--- config.mk ---
export PLATFORM = sky130hd
export DESIGN_NAME = pc_sequencer
export DESIGN_NICKNAME = d
export VERILOG_FILES = /design/src/rtl/pc_sequencer.sv
export SDC_FILE = /design/constraint.sdc
export NUM_CORES = 1
export LEC_CHECK = 0
export CAP_MARGIN = 0
export CORE_AREA = 10 10 95 97
export CTS_CLUSTER_DIAMETER = 50
export CTS_CLUSTER_SIZE = 14
export DETAILED_ROUTE_END_ITERATION = 8
export DIE_AREA = 0 0 105 107
export PLACE_DENSITY = 0.87
export RECOVER_POWER = 50
export REMOVE_ABC_BUFFERS = 1
export SLEW_MARGIN = 20
export SYNTH_ARGS = -nofsm -noshare
export SYNTH_HDL_FRONTEND = slang
export SYNTH_SLANG_ARGS = --single-unit
export TNS_END_PERCENT = 1
--- constraint.sdc ---
create_clock -name CLK -period 7.3 [get_ports CLK]
set_clock_uncertainty 0.15 [all_clocks]
set_input_delay 1.095 -clock CLK [delete_from_list [all_inputs] [get_ports CLK]]
set_output_delay 1.095 -clock CLK [all_outputs]
set_load 0.1 [all_outputs]
--- src/rtl/pc_sequencer.sv ---
// pc_sequencer: next-PC control with redirect buffering, stall hold and sticky halt
module pc_sequencer #(
    parameter logic [31:0] PC0 = 32'h0000_0000
) (
    input  logic        CLK,
    input  logic        RST,
    input  logic [31:0] pc_cur,
    input  logic        ihit,
    input  logic        stall,
    input  logic        halt,
    input  logic        jmp,
    input  logic [31:0] jmp_target,
    input  logic        br_taken,
    input  logic [31:0] br_target,
    output logic [31:0] pc_in,
    output logic        pc_WEN,
    output logic        imemREN,
    output logic        flush,
    output logic        halted,
    output logic        pend_valid,
    output logic [31:0] pend_addr
);
    typedef enum logic [1:0] {RUN, HOLD, HALT} state_t;
    state_t      state;
    logic        adv;
    logic        redir;
    logic [31:0] tgt;
    logic [31:0] inc;
    assign adv   = ihit & ~stall;
    assign redir = jmp | br_taken;
    assign tgt   = (jmp ? jmp_target : br_target) & ~32'h3;
    assign inc   = pc_cur + 32'd4;
    // counter drive: a write only when the fetch slot advances and we are not halting or in reset
    always_comb begin
        pc_in  = inc;
        pc_WEN = 1'b0;
        flush  = 1'b0;
        if (!RST && !halt && adv && state == RUN) begin
            pc_in  = redir ? tgt : inc;
            pc_WEN = 1'b1;
            flush  = redir;
        end else if (!RST && !halt && adv && state == HOLD) begin
            pc_in  = pend_addr;
            pc_WEN = 1'b1;
            flush  = 1'b1;
        end
    end
    // state, redirect buffer and halt flags; HALT is left only through reset
    always_ff @(posedge CLK or posedge RST) begin
        if (RST) begin
            state      <= RUN;
            pend_valid <= 1'b0;
            pend_addr  <= PC0;
            halted     <= 1'b0;
            imemREN    <= 1'b1;
        end else begin
            case (state)
                RUN: begin
                    if (halt) begin
                        state   <= HALT;
                        halted  <= 1'b1;
                        imemREN <= 1'b0;
                    end else if (redir && !adv) begin
                        state      <= HOLD;
                        pend_valid <= 1'b1;
                        pend_addr  <= tgt;
                    end
                end
                HOLD: begin
                    if (halt) begin
                        state      <= HALT;
                        pend_valid <= 1'b0;
                        halted     <= 1'b1;
                        imemREN    <= 1'b0;
                    end else if (adv) begin
                        state      <= RUN;
                        pend_valid <= 1'b0;
                    end
                end
                default: begin
                    state   <= HALT;
                    halted  <= 1'b1;
                    imemREN <= 1'b0;
                end
            endcase
        end
    end
endmodule
Fig. 1: run 1, drive-strength map
Scale: 4 px per um.
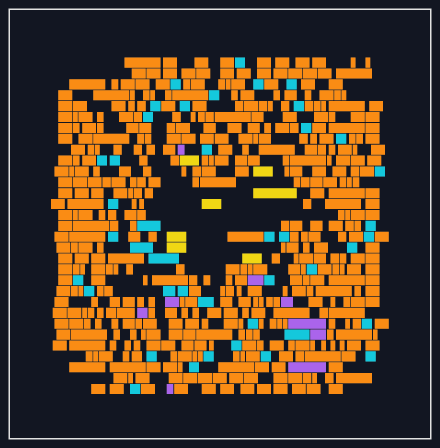
[_3 and _4 cells] cyan | cells: 42
[_2 cells] purple | cells: 9
[_0 and _1 cells] orange | cells: 449
[_6 and larger] yellow | cells: 7
setup ws final: 1.83 ns
fin area: 0.00466 mm^2
area grow syn2layout: 57.9%

Fig. 2: run 1, placed cells, one color a class
Scale: 4 px per um.
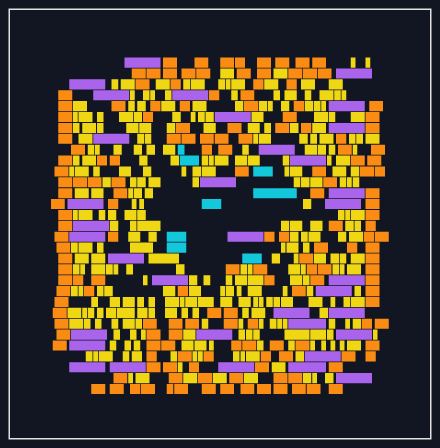
[combinational and other logic] yellow | cells: 297 | share of their area: 43%
[sequential cells] purple | cells: 35 | share of their area: 19%
[clock drivers and dummy loads] cyan | cells: 8 | share of their area: 2.6%
[remaining buffers and delay cells] orange | cells: 167 | share of their area: 35%

Fig. 3: run 1, metal 3
Scale: 2 px per um.
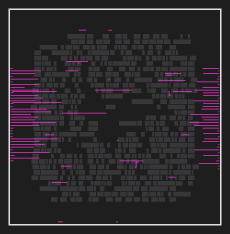
main direction: horizontal
wire length on this layer: 745 um
longest straight run: 24.6 um
share of all routed wire: 6.4%

Fig. 4: run 1, placement view
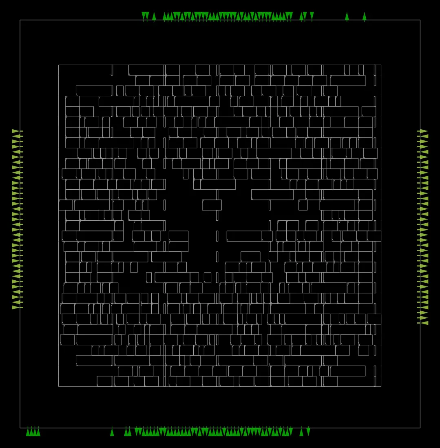
Seq area share: 0.189
final core utilization: 0.653

-- run 1: state kept, by name (all words and copies together), names as in the netlist --
register    count
state           2
imemREN         1
halted          1
pend_valid      1
pend_addr      30
-- run 1: cell families after synthesis --
family / Yosys count / synth area share
buffers and inverters: 35 / 0.0539
AND/OR/NAND/NOR: 109 / 0.196
adder cells (fa/ha/maj): 1 / 0.00424
other: 1 / 0.00127
flip-flops: 35 / 0.297
multiplexers: 31 / 0.105
AND-OR/OR-AND: 121 / 0.262
XOR/XNOR: 27 / 0.0802
-- run 1: worst paths after layout --
| check | slack, ns | end | depth (start not counted) |
|---|---|---|---|
| hold reg to reg | 0.32 | halted | 1 |
| setup reg to reg | 5.01 | pend_valid | 5 |
| hold / removal | 0.32 | halted | 1 |
| max in group asynchronous | 5.39 | state[0] | 3 |
| min in group asynchronous | 1.23 | state[1] | 3 |
| setup / recovery | 1.83 | pc_in[18] | 7 |
-- run 1: metal layers --
layer,up-vias,GRT usage
li1,1641,-
met3,8,0.0533
met1,1640,0.219
met2,114,0.356
met4,0,0.0490
met5,-,0
-- run 1: power groups by stage --
stage	sequential [uW]	combinational (uW)	clock [uW]
after global routing	229	440	198
after floorplan	366	147	0
after CTS	227	430	192
after global placement	229	424	0
after detailed placement	230	429	0
final	226	422	189
-- run 1: cells in the mapped netlist, types with 2 or more instances --
cell type,instances
o22ai_1,21
and2_1,3
a221o_1,20
xnor2_1,8
nor3_4,2
or3_1,2
inv_1,5
buf_4,4
nand4_1,9
and4_1,3
nand2_1,42
o21ai_0,62
a22oi_1,3
nor2b_1,4
o311ai_0,2
buf_2,10
dfrtp_1,34
nor2_1,11
a21oi_1,7
clkbuf_1,15
nand3_1,16
xor2_1,19
mux2i_1,31
nor3_1,5
and3_1,5
-- run 1: through the flow --
step	setup slack [ns]	TNS, ns
3_3_place_gp	1.67	0
5_1_grt	1.58	0
2_1_floorplan	-0.321	-4.19
6_report	1.83	0
3_5_place_dp	1.62	0
4_1_cts	1.60	0
-- run 1: cell type report --
cell class | count | area [um^2]
inverter | 6 | 22.5
tap | 99 | 124
multi-input combinational | 291 | 1940
sequential | 35 | 878
timing repair buffer | 167 | 1580
clock inverter | 2 | 35.0
fill | 646 | 2480
clock buffer | 6 | 82.6
-- run 1: critical path, delay by kind of cell --
family	cells	cell delay, ns
and+or+nand+nor	2	1.49
buffers and inverters	4	1.34
AOI/OAI and AO/OA	1	0.24
==> results.py, run 1 <==
# Generated from Yosys and OpenROAD reports
metrics = {
    "pwr": {
        "ir_drop_v": 0.000119,
        "power.density_mw_per_mm2": 180,
        "p_int_uw": 443,
        "switching_share": 0.471,
        "combPwrFrac": 0.504,
        "power_uw": 838,
        "switchingPower_uw": 395,
        "seqPwrFrac": 0.270,
    },
    "critical_path": {
        "path_class": "primary input to output pin",
        "cp-start-kind": "primary input",
        "slowest_delay_ns": 0.79,
        "critPathSlowestCell": "nor2_4",
        "crit_start": "RST",
        "crit_path_frequent_cell": "buf_4",
        "end_kind": "output pin",
        "r2r_start": "state[0]",
        "cp_max_fo": 36,
    },
    "placed_design": {
        "io_buffers": 165,
        "place_hpwl_um": 8840,
        "placed_cell_area_mm2": 0.00453,
        "dp.cells": 598,
    },
    "synthesis": {
        "synthArstFlopShare": 1.00,
        "ys_warn_count": 0,
        "edf_count": 0,
        "ys_seq_share": 0.297,
        "flop_cell": "dfrtp_1",
        "ys_cells": 360,
        "synth_cell_types": 42,
    },
    "drt": {
        "ant_nets": 0,
        "vias_per_cell": 5.62,
        "met3_length_um": 744,
        "vias": 3403,
        "dr.pass1.iters": 4,
        "first_iter_violations": 108,
        "drc": 0,
        "dr_wl_met2_um": 6120,
    },
    "clock_tree": {
        "cts_buffer_depth": 2,
        "ctsHoldBuffers": 0,
        "post_cts_buffers": 0,
        "cts_tree": "yes",
        "cts-root-buf": "clkbuf_8",
        "worst_skew_pair.late_latency_ns": 0.29,
        "cts-resized-gates": 0,
        "htree_num_levels": 2,
        "clk_pin_slew_ns": 0.08,
    },
    "global_routing": {
        "overflow": 0,
        "grt_max_degree": 61,
        "grt_pass1_wl_um": 18100,
        "antenna_found_initial": 0,
        "grt_pass1_vias": 3513,
        "grt_use_total": 0.195,
    },
    "timing": {
        "whs_ns": 0.315,
        "rsz0062_at_grt": "no",
        "hold_viol_final": 0,
        "fmax_mhz": 183,
        "finalCriticalPeriod_ns": 5.47,
        "slew_violations": 0,
        "relSlewSlack": 0.310,
        "tightest_slew_ns": 1.03,
        "finalSetupViolations": 0,
        "period_used_share": 0.749,
    },
    "job": {
        "drv_cap": 0,
        "warnings": 29,
    },
    "cells_and_area": {
        "antenna_cells": 0,
        "final_cells": 606,
        "lay_top_count": "clkdlybuf4s50_1",
        "mostFrequentLayoutCells": "99 x clkdlybuf4s50_1, 62 x o21ai_0, 42 x nand2_1, 36 x buf_4, 33 x dfrtp_1",
    },
    "min_path": {
        "min_path_type": "register to register",
        "holdCritStartpoint": "halted",
    },
    "floorplan": {
        "fp_util": 0.413,
        "ios": 172,
        "die_width_um": 105,
        "fp-row-count": 31,
    },
    "status": {
        "status": "finished clean",
    },
}
==> run 2, diff against run 1 <==
- CORE_AREA: 10 10 95 97 -> 10 10 98 100
- DIE_AREA: 0 0 105 107 -> 0 0 108 110
- PLACE_DENSITY: 0.87 -> 0.82
- clock period: 7.3 -> 5.7 ns (I/O delays scaled with it)
==> results.py, run 2 <==
# Generated from Yosys and OpenROAD reports
metrics = {
    "pwr": {
        "power_uw": 1010,
        "power.density_mw_per_mm2": 218,
        "ir_drop_v": 0.000126,
    },
    "critical_path": {
        "path_buffers": 2,
        "crit_start": "br_taken",
        "cp-start-kind": "primary input",
        "slowest_delay_ns": 0.91,
        "cp.depth": 6,
        "r2r_slack_ns": 2.90,
        "crit_family": "buffers and inverters",
        "end_kind": "output pin",
        "path_class": "primary input to output pin",
        "r2r_start": "state[0]",
    },
    "global_routing": {
        "grt_pass1_wl_um": 18300,
        "antenna_found_initial": 0,
        "overflow": 0,
        "grt_use_total": 0.192,
        "grt_max_degree": 61,
        "grt_pass1_vias": 3427,
    },
    "cells_and_area": {
        "top_regs": "pend_addr: 30 flops, state: 2 flops",
        "regArea_um2": 877,
        "regMostFlops": "pend_addr",
        "comb_area_mm2": 0.00193,
        "area_growth_pct": 57.9,
        "design_area_mm2": 0.00466,
        "largest_reg_flops": 30,
        "lay_top_count": "clkdlybuf4s50_1",
        "drive_gt1_frac": 0.116,
        "antenna_cells": 0,
    },
    "drt": {
        "dr.pass1.iters": 4,
        "vias": 3382,
        "drc": 0,
        "first_iter_violations": 163,
    },
    "min_path": {
        "min_path_type": "register to register",
    },
    "timing": {
        "period_used_share": 0.767,
        "finalSetupViolations": 0,
        "slew_violations": 36,
        "hold_viol_final": 0,
        "whs_ns": 0.319,
        "tightest_slew_ns": 2.14,
        "relSlewSlack": -0.427,
        "finalCriticalPeriod_ns": 4.37,
        "rsz0062_at_grt": "no",
    },
    "placed_design": {
        "place_ws_ns": 1.44,
        "place_hpwl_um": 9060,
        "io_buffers": 165,
        "placed_cell_area_mm2": 0.00458,
    },
    "floorplan": {
        "fp_util": 0.386,
        "die_width_um": 108,
        "ios": 172,
    },
    "clock_tree": {
        "cts-resized-gates": 0,
        "clk_pin_slew_ns": 0.08,
        "cts_buffer_depth": 2,
        "post_cts_buffers": 0,
        "worst_skew_pair.late_latency_ns": 0.28,
        "htree_num_levels": 2,
        "cts_tree": "yes",
    },
    "synthesis": {
        "synthMostInstantiatedCell": "o21ai_0",
        "ys_warn_count": 0,
        "edf_count": 0,
        "ys_seq_share": 0.297,
        "flop_cell": "dfrtp_1",
        "synth_cell_types": 42,
        "synthArstFlopShare": 1.00,
        "ys.flops": 35,
        "ys_cells": 360,
        "synthTopCellsByCount": "62 x o21ai_0, 42 x nand2_1, 34 x dfrtp_1",
    },
    "job": {
        "drv_cap": 1,
        "warnings": 29,
    },
    "status": {
        "status": "complete, but fails checks",
        "violations": "capacitance limit, slew limit",
    },
}
run 2: cell counts after synthesis:
No cell type changed its count.
run 2: layer usage:
metal,GRT usage,up-vias,part of all wire
li1,-,1648,-
met1,0.225,1624,0.40
met2,0.340,102,0.52
met3,0.0505,8,0.072
met4,0.0468,0,0.011
met5,0,-,0
run 2: report_power, final:
group / switching (uW) / total [uW] / internal, uW
sequential: 17.3 / 290 / 272
combinational: 389 / 542 / 154
clock: 97.8 / 182 / 83.8
total: 504 / 1010 / 510
run 2: cell type report:
class                   instances  area share
inverters                       6     0.00483
clock inverters                 3     0.00322
repair buffers                170       0.348
multi-input cells             291       0.414
clock buffers                   5      0.0148
well taps                     102      0.0274
flip-flops and latches         35       0.188
run 2: worst min path at each step:
stage	from	endpoint	slack, ns	depth (start not counted)
3_3_place_gp	halted	halted	0.31	1
4_1_cts	halted	halted	0.33	1
2_1_floorplan	state[1]	halted	0.33	1
3_5_place_dp	halted	halted	0.31	1
6_report	halted	halted	0.32	1
5_1_grt	imemREN	imemREN	0.36	1
run 2: kinds of logic (layout without fill, tap and decap cells):
family          Yosys count  in the layout  share of synthesized area
compound gates          121            121                      0.262
xor+xnor                 27             27                     0.0802
fa+ha+maj                 1              1                    0.00424
buf+inv                  35            184                     0.0539
flops                    35             35                      0.297
mux                      31             31                      0.105
other cells               1              2                    0.00127
simple gates            109            109                      0.196
run 2: worst register-to-register path, delay by kind of cell, from the launching register on:
family,cells,cell delay [ns]
flip-flops,1,0.61
AND/OR/NAND/NOR,3,1.42
AND-OR/OR-AND,1,0.13
buffers and inverters,1,0.33
run 2: per-stage QoR:
stage	cells	util
after detailed placement	604	0.599
after CTS	612	0.610
after floorplan	332	-
after global placement	604	0.599
after global routing	612	0.609
final	612	0.609
Fig. 5: run 2, placement view
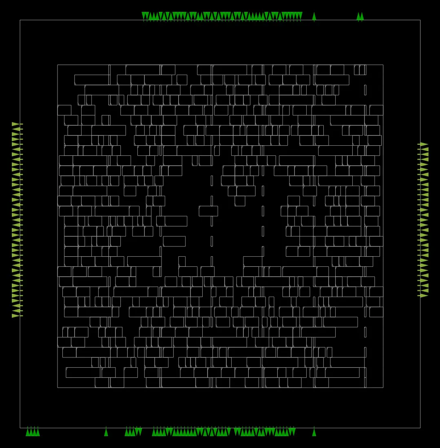
filler instances: 685
placement row count: 32
# Taps: 102
Core Region: 0.00765 mm^2
seq_cells: 35

Fig. 6: run 2, metal 3
Scale: 2 px per um.
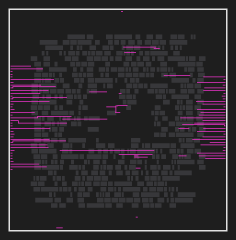
nets with wire on the layer: 84
share of all routed wire: 7.2%
wire length on this layer: 862 um
longest straight run: 46.9 um
main direction: horizontal
DRT Wirelength: 11,900 um
met3 Use GR: 0.0505

Power is estimated from default activity; no workload was simulated.
